[src/rtl/multisim_arb_pkg.sv]
// multisim_arb_pkg: shared state encoding and limits for the pull-channel arbiter
package multisim_arb_pkg;
   localparam int MAX_PORTS = 16;
   typedef enum logic [1:0] {ARB_IDLE, ARB_FETCH, ARB_DELIVER} arb_state_e;
endpackage

[src/rtl/multisim_rr_picker.sv]
// multisim_rr_picker: first eligible port after last_grant, wrapping modulo N_PORTS
module multisim_rr_picker #(
   parameter int N_PORTS = 4,
   parameter int IW      = $clog2(N_PORTS)
) (
   input  logic [N_PORTS-1:0] eligible,
   input  logic [IW-1:0]      last_grant,
   output logic [IW-1:0]      pick,
   output logic               any_eligible
);
   logic [IW-1:0] idx;
   // Scan farthest-to-nearest so the nearest eligible port is written last and wins.
   always_comb begin
      pick = '0;
      idx = '0;
      any_eligible = |eligible;
      for (int k = N_PORTS; k >= 1; k--) begin
         idx = IW'((int'(last_grant) + k) % N_PORTS);
         if (eligible[idx]) pick = idx;
      end
   end
endmodule

[src/rtl/multisim_pull_arbiter.sv]
// multisim_pull_arbiter: credit-based round-robin sharing of one upstream pull channel
module multisim_pull_arbiter
   import multisim_arb_pkg::*;
#(
   parameter int DATA_WIDTH   = 64,
   parameter int N_PORTS      = 4,
   parameter int CREDIT_WIDTH = 4
) (
   input  logic                  clk,
   input  logic                  rst_n,
   input  logic                  up_data_vld,
   input  logic [DATA_WIDTH-1:0] up_data,
   output logic                  up_data_rdy,
   input  logic [N_PORTS-1:0]    credit_inc,
   output logic [N_PORTS-1:0]    dn_vld,
   input  logic [N_PORTS-1:0]    dn_rdy,
   output logic [DATA_WIDTH-1:0] dn_data,
   output logic [N_PORTS-1:0]    credit_ovf
);
   localparam int IW = $clog2(N_PORTS);
   localparam logic [CREDIT_WIDTH-1:0] CMAX = '1;

   if (N_PORTS < 2 || N_PORTS > MAX_PORTS) begin : g_bad_ports
      $error("multisim_pull_arbiter: N_PORTS out of range");
   end

   arb_state_e state_q, state_d;
   logic [N_PORTS-1:0][CREDIT_WIDTH-1:0] credit_q, credit_d;
   logic [N_PORTS-1:0] ovf_q, ovf_d, dn_vld_q, dn_vld_d, eligible, pick_elig, dec;
   logic [IW-1:0] grant_q, grant_d, last_q, last_d, pick_last, pick;
   logic [DATA_WIDTH-1:0] out_q, out_d;
   logic rdy_q, rdy_d, any_elig, capture;

   assign capture = (state_q == ARB_FETCH) && up_data_vld;
   // Re-arbitration out of DELIVER already counts this cycle's credit pulses.
   assign pick_elig = (state_q == ARB_DELIVER) ? (eligible | credit_inc) : eligible;
   assign pick_last = (state_q == ARB_DELIVER) ? grant_q : last_q;

   multisim_rr_picker #(.N_PORTS(N_PORTS), .IW(IW)) u_picker (
      .eligible     (pick_elig),
      .last_grant   (pick_last),
      .pick         (pick),
      .any_eligible (any_elig)
   );

   always_comb begin
      dec = '0;
      if (capture) dec[grant_q] = 1'b1;
      credit_d = credit_q;
      ovf_d = ovf_q;
      for (int i = 0; i < N_PORTS; i++) begin
         eligible[i] = credit_q[i] != '0;
         if (credit_inc[i] && !dec[i]) begin
            if (credit_q[i] == CMAX) ovf_d[i] = 1'b1;
            else credit_d[i] = credit_q[i] + 1'b1;
         end else if (dec[i] && !credit_inc[i]) begin
            credit_d[i] = credit_q[i] - 1'b1;
         end
      end
   end

   always_comb begin
      state_d = state_q;
      grant_d = grant_q;
      last_d = last_q;
      out_d = out_q;
      rdy_d = rdy_q;
      dn_vld_d = dn_vld_q;
      case (state_q)
         ARB_IDLE: if (any_elig) begin
            grant_d = pick;
            rdy_d = 1'b1;
            state_d = ARB_FETCH;
         end
         ARB_FETCH: if (up_data_vld) begin
            out_d = up_data;
            rdy_d = 1'b0;
            dn_vld_d = '0;
            dn_vld_d[grant_q] = 1'b1;
            state_d = ARB_DELIVER;
         end
         ARB_DELIVER: if (dn_rdy[grant_q]) begin
            last_d = grant_q;
            dn_vld_d = '0;
            out_d = '0;
            grant_d = any_elig ? pick : grant_q;
            rdy_d = any_elig;
            state_d = any_elig ? ARB_FETCH : ARB_IDLE;
         end
         default: state_d = ARB_IDLE;
      endcase
   end

   always_ff @(posedge clk or negedge rst_n) begin
      if (!rst_n) begin
         state_q <= ARB_IDLE;
         credit_q <= '0;
         ovf_q <= '0;
         dn_vld_q <= '0;
         grant_q <= '0;
         last_q <= IW'(N_PORTS - 1);
         out_q <= '0;
         rdy_q <= 1'b0;
      end else begin
         state_q <= state_d;
         credit_q <= credit_d;
         ovf_q <= ovf_d;
         dn_vld_q <= dn_vld_d;
         grant_q <= grant_d;
         last_q <= last_d;
         out_q <= out_d;
         rdy_q <= rdy_d;
      end
   end

   assign up_data_rdy = rdy_q;
   assign dn_vld = dn_vld_q;
   assign dn_data = out_q;
   assign credit_ovf = ovf_q;
endmodule

[config.mk]
export PLATFORM = sky130hd
export DESIGN_NAME = multisim_pull_arbiter
export DESIGN_NICKNAME = d
export VERILOG_FILES = /design/src/rtl/multisim_arb_pkg.sv /design/src/rtl/multisim_rr_picker.sv /design/src/rtl/multisim_pull_arbiter.sv
export SDC_FILE = /design/constraint.sdc
export NUM_CORES = 1
export LEC_CHECK = 0
export ABC_AREA = 1
export CAP_MARGIN = 5
export CORE_ASPECT_RATIO = 0.75
export CORE_MARGIN = 2
export CORE_UTILIZATION = 50
export DETAILED_ROUTE_END_ITERATION = 10
export GPL_ROUTABILITY_DRIVEN = 1
export GPL_TIMING_DRIVEN = 0
export PLACE_DENSITY = 0.87
export SYNTH_ARGS = -nofsm -noshare
export SYNTH_HDL_FRONTEND = slang
export SYNTH_SLANG_ARGS = --single-unit
[constraint.sdc]
create_clock -name clk -period 4.13 [get_ports clk]
set_clock_uncertainty 0.15 [all_clocks]
set_input_delay 0.6195 -clock clk [delete_from_list [all_inputs] [get_ports clk]]
set_output_delay 0.6195 -clock clk [all_outputs]
set_load 0.01 [all_outputs]
run_1/layer_met3.png
Scale bar: 20 um.
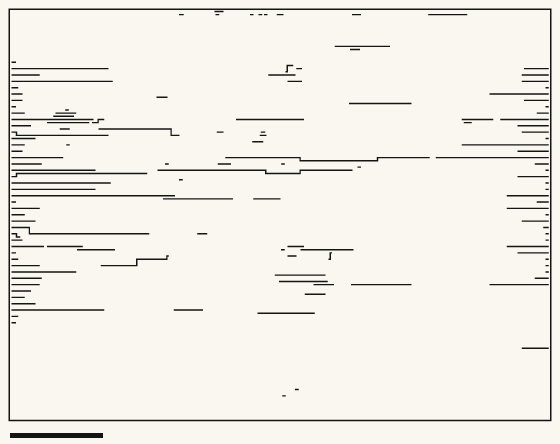
longest straight run: 34.7 um
nets with wire on the layer: 119

run_1/cell_density.png
The die is cut into 12 by 9 equal tiles; black is low, pale yellow is high, 0 to 100% covered.
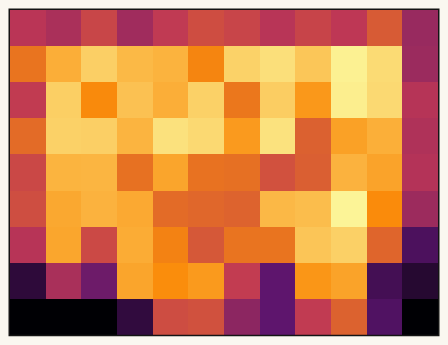
fullest tile: 98%
emptiest ninth of the die: bottom left
tiles over 75% full: 43%
mean over tiles: 64%
nearly empty tiles: 3.7%

run_1/placement.png
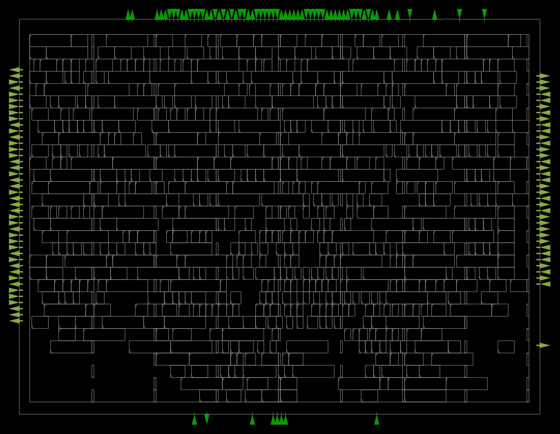
Layout fillers: 661
Post-Layout Cell Count: 841
standard-cell rows: 30

==> impl_metrics.toml, run 1 <==
# synthesis and place-and-route metrics
[global_routing]
grt_use_met1_pct = 33.8
grt_pass1_vias = 4384
grt_first_pass_wirelength_um = 20900

[final_timing]
hold-worst-slack_ps = 53.0
tns_ps = 0
finalMaxSlewViolations = 0

[setup_path]
cp_cell_sequence = "clkdlybuf4s50_1, nand2_4, nor3_2, nor2_1, inv_1, ha_1, a21o_1, a21oi_1, nand3_1, o21ai_0, xor2_1"
crit_buf_inv = 2
worstPathArrival_ps = 2820
path_depth = 11
crit_path_end = "credit_q[11]"
slowest_delay_ps = 550
r2r-end = "credit_q[11]"
worstPathMaxFanout = 10
setup.worst_path.start = "up_data_vld"

[yosys]
synth.area.top_cells = "dfrtp_1 50%, nand3_1 17%, nand2_1 11%, ha_1 2.1%, nor2_1 2.0%"
fa_ha_area_share_pct = 3.86
syn_area_per_cell_um2 = 8.51
synth-xor-area-share_pct = 2.25
synth_top_cell_by_area = "dfrtp_1"
yosysMostFrequentCell = "nand3_1"
numSynthFlops = 95
edf_count = 0
synth.cell_area_mm2 = 0.00467
syn-num-nets = 636
syn_inst = 549

[run_status]
status = "completed"

[cells_and_area]
seqCellArea_mm2 = 0.00238
buffer_area_share_pct = 24.8
drive_gt1_share_pct = 7.01
inverters = 28
seq_share_pct = 35.8
area_growth_pct = 42.3
dominant_cells = "registers"
final_util_pct = 73.5
nets = 795
logic_gates = 395
nClkBuffers = 9
n_all_buffers = 179
antenna_cells = 0
final_area_mm2 = 0.00665

[placement]
port_buffers = 147
dpl_cell_area_mm2 = 0.00633
place_ws_ps = 1080

[clock_network]
hold_buffers = 0
clockBufferDepth = 2
cts_max_level = 3
cts_resized = 0

[run]
tool_warnings = 26

[power]
pwr-share-clk_pct = 17.2
p_comb_share_pct = 50.4
power_leader = "combinational cells"
swShare_pct = 40.1
p_int_uw = 3140
peakVddDrop_uv = 424
p_per_area_mw_per_mm2 = 788

[die]
die_area_mm2 = 0.0101
n_tap_cell = 128
fp_util_pct = 51.6
dieWidth_um = 116

[detailed_routing]
vias = 4449
ant_nets = 0
routed.top_layer = "met4"
drc = 0
drt_wl_total_um = 12900
via_per_inst = 5.29
wl_met1_um = 5400
run_1/logic_types.png
Scale bar: 20 um.
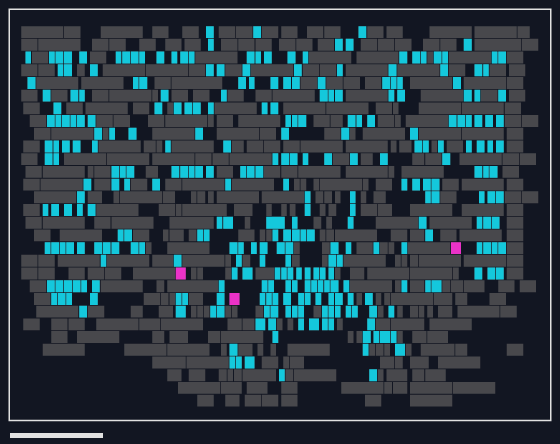

==> inputs of run 2 (changes only) <==
- CORE_UTILIZATION: 50 -> 42
- PLACE_DENSITY: 0.87 -> 0.78
- clock period: 4.13 -> 2.4 ns (I/O delays scaled with it)
run_2/logic_types.png
Scale bar: 50 um.
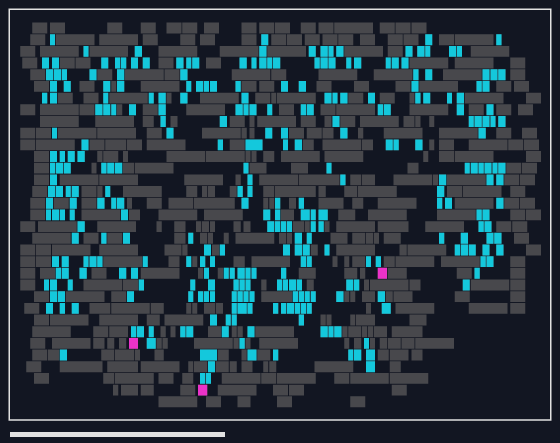
legend:
  magenta:
    family: AND and OR gates
    cells: 3
    most_used: or2_2
  cyan:
    family: NAND gates
    cells: 303
    most_used: nand3_1

run_2/placement.png
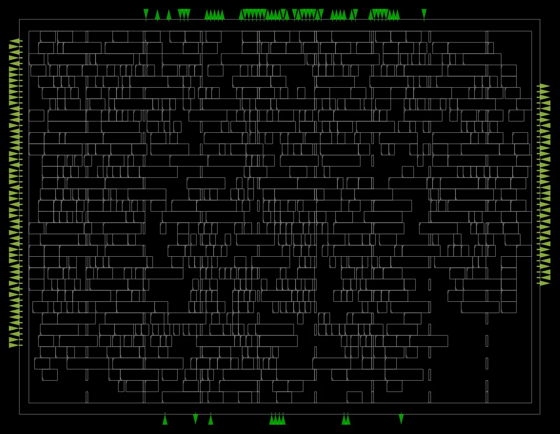
standard-cell rows: 33
final core utilization: 62.5%
Flops: 95
flop share of the area: 34.9%
core area: 0.0109 mm2

==> impl_metrics.toml, run 2 <==
# synthesis and place-and-route metrics
[run_status]
status = "completed"

[cells_and_area]
final_area_mm2 = 0.00682
drive_gt1_share_pct = 10.5
nets = 809
n_all_buffers = 193
inverters = 28
buffer_area_share_pct = 25.9
seqCellArea_mm2 = 0.00238
fin_cells = 867
dominant_cells = "registers"
fillers = 941
antenna_cells = 0
logic_gates = 395

[final_timing]
finalMaxSlewViolations = 0
hold_viol = 0
hold-worst-slack_ps = 325
tns_ps = 0

[clock_network]
cts_resized = 6
clockBufferDepth = 2
hold_buffers = 1
cts_max_level = 3

[run]
tool_warnings = 26

[global_routing]
antenna_found_initial = 0
grt_use_met1_pct = 29.2
grt_pass1_vias = 4272
grt_first_pass_wirelength_um = 21100

[detailed_routing]
via_per_inst = 5.15
wl_met1_um = 5820
ant_nets = 0
drc = 0
drt_wl_total_um = 12900
routed.top_layer = "met4"

[setup_path]
crit_buf_inv = 2
slowest_delay_ps = 380
worstPathArrival_ps = 2330
worstPathMaxFanout = 6
path_depth = 12
setup.worst_path.start = "state_q[1]"
cp_cell_sequence = "buf_6, nor2_4, nand2_4, nor3_4, inv_2, nand2_4, ha_4, a21o_1, a21oi_2, or2_1, nand3_1, xnor2_1"

[yosys]
syn-num-nets = 636
numSynthFlops = 95
fa_ha_area_share_pct = 3.86
syn_inst = 549
synth.cell_area_mm2 = 0.00467
synth.area.top_cells = "dfrtp_1 50%, nand3_1 17%, nand2_1 11%, ha_1 2.1%, nor2_1 2.0%"
yosys.area_share.aoi_pct = 4.39
synth_top_cell_by_area = "dfrtp_1"
syn_area_per_cell_um2 = 8.51
synth-xor-area-share_pct = 2.25

[min_path]
worstHoldStart = "credit_ovf[2]"

[placement]
hpwl_um = 9440
port_buffers = 147
dpl_cell_area_mm2 = 0.00634
place_ws_ps = -358

[die]
fp_util_pct = 42.8
n_tap_cell = 140
die_area_mm2 = 0.0120
dieWidth_um = 126

[power]
peakVddDrop_uv = 614
p_comb_share_pct = 52.1
pwr-share-clk_pct = 15.2
p_int_uw = 5370
swShare_pct = 40.4
seqPwrFrac_pct = 32.7
power_leader = "combinational cells"
run_2/layer_met3.png
Scale bar: 50 um.
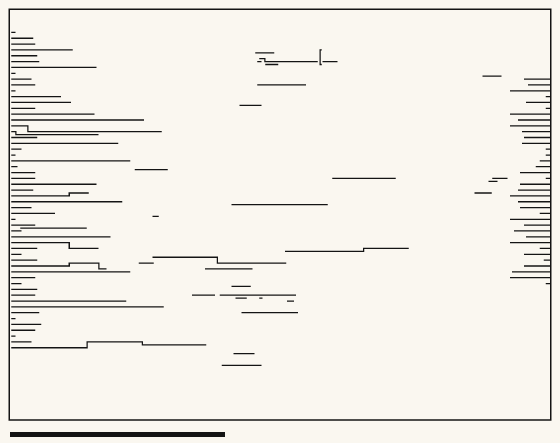
wire length on this layer: 1070 um
share of all routed wire: 8.3%

run_2/io_fan.png
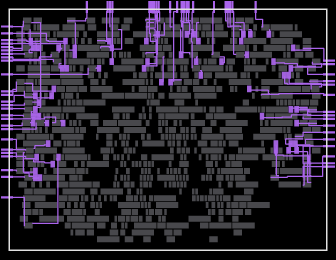

==> inputs of run 3 (changes only) <==
- SLEW_MARGIN: not set -> 20
run_3/io_fan.png
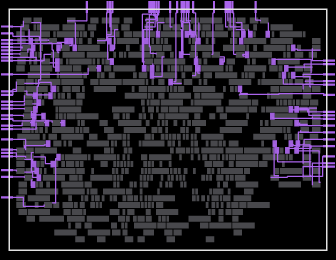
legend:
  purple:
    port: up_data
    bits: 64
    direction: input
    end_cells: 64
    wire: 1320 um

run_3/logic_types.png
Scale bar: 50 um.
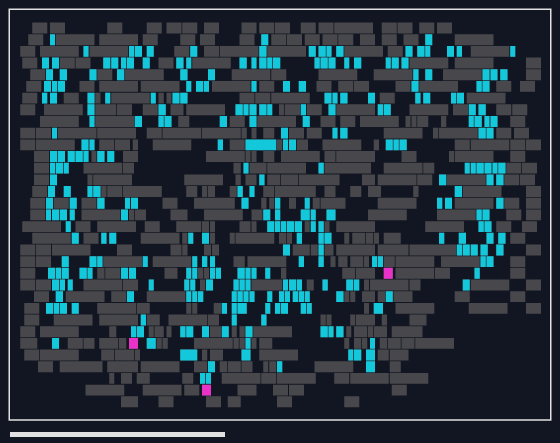
legend:
  magenta:
    family: AND and OR gates
    cells: 3
    most_used: or2_2
  cyan:
    family: NAND gates
    cells: 303
    most_used: nand3_1

run_3/placement.png
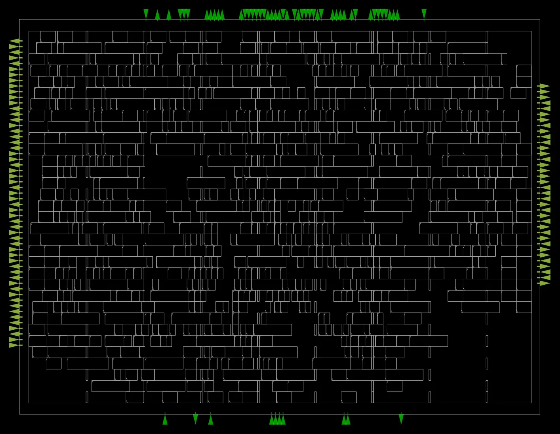
flop share of the area: 34.8%
Post-Layout Cell Count: 866
# Taps: 140

==> impl_metrics.toml, run 3 <==
# synthesis and place-and-route metrics
[run_status]
status = "completed"

[detailed_routing]
vias = 4470
wl_met1_um = 5760
drc = 0
ant_nets = 0
drt_wl_total_um = 12800
via_per_inst = 5.16
routed.top_layer = "met4"

[yosys]
fa_ha_area_share_pct = 3.86
synth.cell_area_mm2 = 0.00467
syn_inst = 549
syn-num-nets = 636
async_flop_share_pct = 100
yosysMostFrequentCell = "nand3_1"
yosys.area_share.aoi_pct = 4.39
synth.area.top_cells = "dfrtp_1 50%, nand3_1 17%, nand2_1 11%, ha_1 2.1%, nor2_1 2.0%"
syn_area_per_cell_um2 = 8.51
synth_top_cell_by_area = "dfrtp_1"
mux_share_pct = 0.723
edf_count = 0
synth-xor-area-share_pct = 2.25
numSynthFlops = 95

[clock_network]
clockBufferDepth = 2
cts_max_level = 3
cts_resized = 6
clock-sinks = 95
hold_buffers = 1

[cells_and_area]
dominant_cells = "registers"
antenna_cells = 0
drive_gt1_share_pct = 10.2
sh_comb_area_pct = 30.5
fillers = 920
nClkBuffers = 10
logic_gates = 395
buffer_area_share_pct = 25.7
final_area_mm2 = 0.00685
final_util_pct = 62.8
area_growth_pct = 46.7
nets = 808
n_all_buffers = 192
inverters = 28
seqCellArea_mm2 = 0.00238
seq_cells = 95

[die]
fp-row-count = 33
core_mm2 = 0.0109
fp_util_pct = 42.8
dieWidth_um = 126
die_area_mm2 = 0.0120

[power]
seqPwrFrac_pct = 31.8
peakVddDrop_uv = 617
p_int_uw = 5570
pwr-share-clk_pct = 17.1
pg_clk_uw = 1580
p_per_area_mw_per_mm2 = 1350
swShare_pct = 39.6
p_comb_share_pct = 51.1
power_leader = "combinational cells"

[global_routing]
grt_use_met1_pct = 28.6
antenna_found_initial = 0
grtUsageTotal_pct = 21.7
grt_first_pass_wirelength_um = 20900
grt_pass1_vias = 4172

[setup_path]
timing.rr.start = "state_q[1]"
crit_buf_inv = 2
worstPathMaxFanout = 8
path_depth = 12
worstPathArrival_ps = 2360
r2r-end = "credit_q[7]"
cp_cell_sequence = "buf_6, nor2_4, nand2_8, nor3_4, inv_2, nand2_4, ha_4, a21o_1, a21oi_2, or2_1, nand3_1, xnor2_1"
setup.worst_path.start = "state_q[1]"
r2r_cells = 12
crit_path_end = "credit_q[7]"
slowest_delay_ps = 380

[min_path]
worstHoldStart = "credit_ovf[1]"

[placement]
port_buffers = 147
dpl_cell_area_mm2 = 0.00634
place_ws_ps = -389
hpwl_um = 9460

[final_timing]
hold_viol = 0
hold-worst-slack_ps = 324
fmax_mhz = 437
finalMaxSlewViolations = 0
tns_ps = 0

[run]
tool_warnings = 26
Power figures rest on the tool's default switching activity, not on a simulated workload.
